### config.mk
export PLATFORM = sky130hd
export DESIGN_NAME = rc_err_stats
export DESIGN_NICKNAME = d
export VERILOG_FILES = /design/src/rtl/rc_err_stats.sv
export SDC_FILE = /design/constraint.sdc
export NUM_CORES = 1
export LEC_CHECK = 0
export ABC_AREA = 1
export CORE_MARGIN = 4
export CORE_UTILIZATION = 25
export DETAILED_ROUTE_END_ITERATION = 16
export PLACE_DENSITY_LB_ADDON = 0.05
export SLEW_MARGIN = 20
export SYNTH_ARGS = -nofsm -noshare
export SYNTH_HDL_FRONTEND = slang
export SYNTH_SLANG_ARGS = --single-unit
### constraint.sdc
create_clock -name clk -period 13.96 [get_ports clk]
set_input_delay 2.094 -clock clk [delete_from_list [all_inputs] [get_ports clk]]
set_output_delay 2.094 -clock clk [all_outputs]
set_load 0.02 [all_outputs]
### src/rtl/rc_err_stats.sv
// Error-statistics collector for approximate ripple-carry adders: recomputes the exact sum,
// forms |error| and its square, and accumulates count/ER/ΣED/ΣED²/max over a sample window.
module rc_err_stats #(
    parameter int WIDTH    = 16,
    parameter int CNT_W    = 32,
    parameter int ED_ACC_W = 48,
    parameter int SQ_ACC_W = 64
) (
    input  logic                clk,
    input  logic                rst_n,
    input  logic                start,
    input  logic [CNT_W-1:0]    num_samples,
    input  logic                in_valid,
    output logic                in_ready,
    input  logic [WIDTH-1:0]    op_a,
    input  logic [WIDTH-1:0]    op_b,
    input  logic [WIDTH:0]      approx_sum,
    output logic                busy,
    output logic                done,
    output logic [CNT_W-1:0]    sample_cnt,
    output logic [CNT_W-1:0]    err_cnt,
    output logic [ED_ACC_W-1:0] sum_ed,
    output logic [SQ_ACC_W-1:0] sum_sq,
    output logic [WIDTH:0]      max_ed,
    output logic                sat
);
    localparam int QW = 2*WIDTH+2;

    typedef enum logic [1:0] {IDLE, RUN, DRAIN, DONE} state_t;

    // Saturating adders: result MSB flags overflow, low bits hold the clamped sum.
    function automatic logic [CNT_W:0] sat_add_cnt(input logic [CNT_W-1:0] a, input logic [CNT_W-1:0] b);
        logic [CNT_W:0] s;
        s = {1'b0, a} + {1'b0, b};
        return s[CNT_W] ? {1'b1, {CNT_W{1'b1}}} : s;
    endfunction

    function automatic logic [ED_ACC_W:0] sat_add_ed(input logic [ED_ACC_W-1:0] a, input logic [ED_ACC_W-1:0] b);
        logic [ED_ACC_W:0] s;
        s = {1'b0, a} + {1'b0, b};
        return s[ED_ACC_W] ? {1'b1, {ED_ACC_W{1'b1}}} : s;
    endfunction

    function automatic logic [SQ_ACC_W:0] sat_add_sq(input logic [SQ_ACC_W-1:0] a, input logic [SQ_ACC_W-1:0] b);
        logic [SQ_ACC_W:0] s;
        s = {1'b0, a} + {1'b0, b};
        return s[SQ_ACC_W] ? {1'b1, {SQ_ACC_W{1'b1}}} : s;
    endfunction

    state_t              state_q, state_d;
    logic [CNT_W-1:0]    n_q, n_d, acc_q, acc_d;
    logic                done_q, done_d;
    logic                clr;
    logic                accept;

    logic                vld_p1_q, vld_p1_d, vld_p2_q, vld_p2_d;
    logic [WIDTH:0]      ed_p1_q, ed_p1_d, ed_p2_q, ed_p2_d;
    logic [QW-1:0]       sq_p2_q, sq_p2_d;
    logic [WIDTH:0]      exact;

    logic [CNT_W-1:0]    sample_cnt_q, sample_cnt_d, err_cnt_q, err_cnt_d;
    logic [ED_ACC_W-1:0] sum_ed_q, sum_ed_d;
    logic [SQ_ACC_W-1:0] sum_sq_q, sum_sq_d;
    logic [WIDTH:0]      max_ed_q, max_ed_d;
    logic                sat_q, sat_d;
    logic [CNT_W:0]      r_cnt, r_err;
    logic [ED_ACC_W:0]   r_ed;
    logic [SQ_ACC_W:0]   r_sq;

    assign in_ready = (state_q == RUN);
    assign busy     = (state_q == RUN) || (state_q == DRAIN);
    assign done     = done_q;
    assign accept   = in_valid && in_ready;

    always_comb begin
        state_d = state_q;
        n_d     = n_q;
        acc_d   = acc_q;
        done_d  = 1'b0;
        clr     = 1'b0;
        case (state_q)
            IDLE, DONE: begin
                if (start) begin
                    clr   = 1'b1;
                    n_d   = num_samples;
                    acc_d = '0;
                    if (num_samples == '0) begin
                        state_d = DONE;
                        done_d  = 1'b1;
                    end else begin
                        state_d = RUN;
                    end
                end
            end
            RUN: begin
                if (accept) begin
                    acc_d = acc_q + CNT_W'(1);
                    if (acc_q + CNT_W'(1) == n_q) state_d = DRAIN;
                end
            end
            DRAIN: begin
                if (!vld_p1_q && !vld_p2_q) begin
                    state_d = DONE;
                    done_d  = 1'b1;
                end
            end
            default: state_d = IDLE;
        endcase
    end

    // S1: exact sum and absolute error distance; S2: ED and ED squared.
    always_comb begin
        exact    = {1'b0, op_a} + {1'b0, op_b};
        ed_p1_d  = (exact >= approx_sum) ? (exact - approx_sum) : (approx_sum - exact);
        vld_p1_d = accept;
        ed_p2_d  = ed_p1_q;
        sq_p2_d  = QW'(ed_p1_q) * QW'(ed_p1_q);
        vld_p2_d = vld_p1_q;
    end

    // S3: saturating accumulation.
    always_comb begin
        r_cnt        = sat_add_cnt(sample_cnt_q, CNT_W'(1));
        r_err        = sat_add_cnt(err_cnt_q, {{(CNT_W-1){1'b0}}, (ed_p2_q != '0)});
        r_ed         = sat_add_ed(sum_ed_q, ED_ACC_W'(ed_p2_q));
        r_sq         = sat_add_sq(sum_sq_q, SQ_ACC_W'(sq_p2_q));
        sample_cnt_d = sample_cnt_q;
        err_cnt_d    = err_cnt_q;
        sum_ed_d     = sum_ed_q;
        sum_sq_d     = sum_sq_q;
        max_ed_d     = max_ed_q;
        sat_d        = sat_q;
        if (clr) begin
            sample_cnt_d = '0;
            err_cnt_d    = '0;
            sum_ed_d     = '0;
            sum_sq_d     = '0;
            max_ed_d     = '0;
            sat_d        = 1'b0;
        end else if (vld_p2_q) begin
            sample_cnt_d = r_cnt[CNT_W-1:0];
            err_cnt_d    = r_err[CNT_W-1:0];
            sum_ed_d     = r_ed[ED_ACC_W-1:0];
            sum_sq_d     = r_sq[SQ_ACC_W-1:0];
            max_ed_d     = (ed_p2_q > max_ed_q) ? ed_p2_q : max_ed_q;
            sat_d        = sat_q | r_cnt[CNT_W] | r_err[CNT_W] | r_ed[ED_ACC_W] | r_sq[SQ_ACC_W];
        end
    end

    always_ff @(posedge clk or negedge rst_n) begin
        if (!rst_n) begin
            state_q      <= IDLE;
            n_q          <= '0;
            acc_q        <= '0;
            done_q       <= 1'b0;
            vld_p1_q     <= 1'b0;
            vld_p2_q     <= 1'b0;
            sample_cnt_q <= '0;
            err_cnt_q    <= '0;
            sum_ed_q     <= '0;
            sum_sq_q     <= '0;
            max_ed_q     <= '0;
            sat_q        <= 1'b0;
        end else begin
            state_q      <= state_d;
            n_q          <= n_d;
            acc_q        <= acc_d;
            done_q       <= done_d;
            vld_p1_q     <= vld_p1_d;
            vld_p2_q     <= vld_p2_d;
            sample_cnt_q <= sample_cnt_d;
            err_cnt_q    <= err_cnt_d;
            sum_ed_q     <= sum_ed_d;
            sum_sq_q     <= sum_sq_d;
            max_ed_q     <= max_ed_d;
            sat_q        <= sat_d;
        end
    end

    // Pipeline data is qualified by the valid bits, so it needs no reset.
    always_ff @(posedge clk) begin
        ed_p1_q <= ed_p1_d;
        ed_p2_q <= ed_p2_d;
        sq_p2_q <= sq_p2_d;
    end

    assign sample_cnt = sample_cnt_q;
    assign err_cnt    = err_cnt_q;
    assign sum_ed     = sum_ed_q;
    assign sum_sq     = sum_sq_q;
    assign max_ed     = max_ed_q;
    assign sat        = sat_q;

endmodule

==> ci_impl_report.md <==
### Yosys + OpenROAD results

| Metric | Value |
|---|---|
| Outcome | `completed` |
| Min-Delay Path Class | `reg2reg` |
| Mux share | `0.0359%` |
| Placed inst area | `0.0360 mm^2` |
| Htree depth | `2` |
| Filler cells | `13585` |
| GR Util All Layers | `17.4%` |
| Reg-to-reg setup timing slack | `7.59 ns` |
| Ys Warns | `0` |
| OpenROAD warning count | `54` |
| # Cells Yosys | `4404` |
| Largest net degree at the start of global routing | `145` |
| ANT nets after route | `0` |
| Vias in the first global route | `29167` |
| I/O Buffers | `281` |
| Crit-path max cell delay | `0.99 ns` |
| Top-area cell share | `21.0%` |
| Antenna Cells | `0` |
| CP dominant cell by count | `fa_1` |
| Largest cells by area | `dfrtp_1, nand2_1, fa_1, inv_1, ha_1` |
| Clk_lat worst skew | `0.62 ns` |
| Initial antenna violation count | `1` |
| Clk sinks | `329` |
| Synth Area in Compound Gates | `10.7%` |
| Wirelength per Cell | `18.2 um` |
| Vias per std cell | `4.50` |
| First drt pass iteration count | `6` |
| CTS resizes | `0` |
| Gpl congestion | `0.842` |
| Fmax | `157 MHz` |
| Cts-stage hold buffer count | `0` |
| Synthesized net count | `4920` |
| Synthesized area | `0.0314 mm^2` |
| CTS clk-pin slew, worst paths | `0.06 ns` |
| Slowest CP cell | `dfxtp_1` |
| Yosys stat area | `0.0314 mm^2` |
| GRT overflow | `0` |
| #FFs+latches synth | `329` |
| CP Launch Type | `register` |
| Crit share post-route | `45.7%` |
| Final instance area | `0.0377 mm^2` |
| Flip-flops with a built-in enable | `0` |
| Clock Tree Root | `clkbuf_16` |
| Nets@finish | `5158` |
| Crit Path Class | `reg2reg` |
| Adder share | `21.9%` |
| Post-CTS Setup Bufs | `0` |
| CTS tree | `built` |
| Syn avg cell area | `7.12 um^2` |
| Min Hold Slack | `0.386 ns` |
| Layout overhead on the synthesized area | `20.1%` |
| FP Core Util | `25.3%` |
| Critical path endpoint category | `register` |
| Crit path max-delay family | `adder cells` |
| Fin Setup TNS | `0 ns` |
| Worst path cell trace | `nand2_1 > fa_1 > inv_1 > fa_1 > inv_1 > fa_1 > inv_1 > fa_1 > fa_1 > inv_1 > fa_1 > inv_1 > ha_1 > a21o_1 > a31oi_1 > o21bai_1 > a21oi_1 > nor2_1 > nor2_1 > xnor2_1` |
| Actual slew at the worst max-slew pin | `1.03 ns` |
| Async SR Flop Fraction | `79.9%` |
| Largest logic family | `simple AND/OR/NAND/NOR gates` |
| DPL Wire Length | `91200 um` |
| Xor/xnor share | `5.24%` |
| Max Cap Viol | `0` |
| Max FO, Critical Path | `19` |
| First-iteration detailed-routing DRC count | `1511` |
| Min Tclk post-route | `6.37 ns` |
| Worst path required time | `14.43 ns` |
| Residual DRC count | `0` |
| Slew HR | `31.1%` |
| Buf+Inv Stages, Crit Path | `5` |
| Final WL | `115000 um` |
[flip-flops by register name (all words and copies together) (netlist names), 17 cells and up]
| signal | flops |
|---|---|
| acc_q | 32 |
| ed_p1_q | 17 |
| err_cnt | 32 |
| max_ed | 17 |
| n_q | 32 |
| sample_cnt | 32 |
| sq_p2_q | 33 |
| sum_ed | 48 |
| sum_sq | 64 |
[final cells by class]
cell class	count	area, um^2	share of cell area [%]
inverters	790	2970	7.88
clock inverters	21	307	0.814
clock buffers	67	1360	3.62
flip-flops and latches	329	7900	21.0
well taps	1637	2050	5.44
repair buffers	301	3000	7.96
multi-input cells	3173	20100	53.3
[per-stage QoR]
| stage | std cells | setup slack [ns] |
|---|---|---|
| 3_3_place_gp | 6229 | 7.17 |
| 3_5_place_dp | 6229 | 7.18 |
| 4_1_cts | 6317 | 7.53 |
| 5_1_grt | 6318 | 7.17 |
| 2_1_floorplan | 4404 | 8.25 |
| 6_report | 6318 | 7.59 |
[placed cells by master, fill, tap and decap left out, types with 9 or more instances in the layout]
master           netlist  final
a21o_1                21     21
a21oi_1              177    176
a31oi_1               23     23
buf_4                  3     18
clkbuf_1              90     10
clkbuf_16              0     48
clkbuf_8               0      9
clkdlybuf4s50_1        0    280
clkinv_2               1     11
dfrtp_1              263    263
dfxtp_1               66     66
fa_1                 198    198
ha_1                 233    233
inv_1                783    782
nand2_1             1191   1191
nand3_1              204    204
nand3b_1              19     19
nand4_1               53     53
nor2_1               303    301
nor2_2                15     15
nor3_1                71     71
nor4_1                29     29
o21ai_0              306    306
o21ai_1               12     12
o21bai_1               9      9
o22ai_1               45     45
or2_2                 13     13
xnor2_1               32     32
xor2_1               148    148
[layer usage]
metal  vias up  share of wire (%)  track usage [%]
li1      14387                  -                -
met1     13503                 49             24.7
met2       480                 44             28.1
met3        87                5.0             2.98
met4         2                1.3             2.63
met5         -              0.011                0
[synth_stat cells, drive strengths merged, types with 2 or more instances]
master	number
nor2	323
nand4	54
nor3	77
o2111ai	3
a21boi	7
nand3b	19
nand3	208
buf	19
or2	14
clkinv	2
and2	4
o21bai	9
o21a	4
nor3b	3
o21ai	318
xor2	148
dfxtp	66
a21oi	177
inv	788
xnor2	32
o221ai	4
dfrtp	263
o211ai	3
nand2	1200
a21o	21
nor4	29
and3	4
a41oi	2
a211oi	3
ha	233
xnor3	3
clkbuf	93
a31oi	23
fa	198
o22ai	45
[path summary, 6_finish.rpt]
path	start	to	cells past startpoint
worst min-delay path	vld_p1_q	vld_p2_q	0
worst min register to register	vld_p1_q	vld_p2_q	0
max in group asynchronous	rst_n	sum_sq[61]	2
min in group asynchronous	rst_n	err_cnt[25]	1
worst max register to register	ed_p1_q[5]	sq_p2_q[24]	20
worst max-delay path	ed_p1_q[5]	sq_p2_q[24]	20
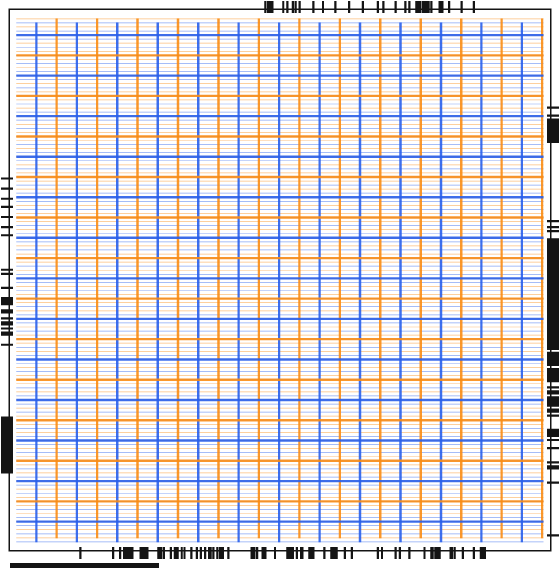
**Above:** PDN straps and rails.
Bar = 100 um. Pins as bars on the die edge.
net	color
VSS	blue
VDD	orange
rows	129
met1 rails	130
met4 straps	26
core area: 0.124 mm^2
die width: 362 um

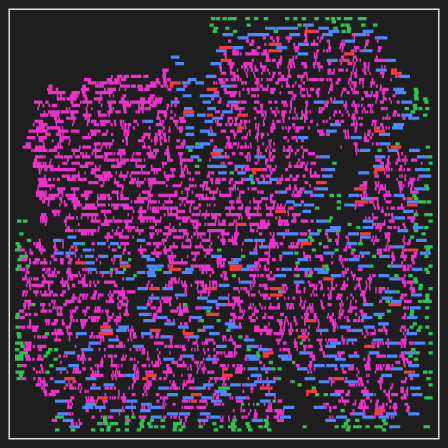
**Above:** placement by cell class.
class	color	cells	share of their area
remaining logic cells	magenta	3963	65%
clock drivers and dummy loads	red	88	4.7%
remaining buffers and delay cells	green	301	8.4%
registers	blue	329	22%
flop share of the area: 21.0%
final core area utilization: 30.4%

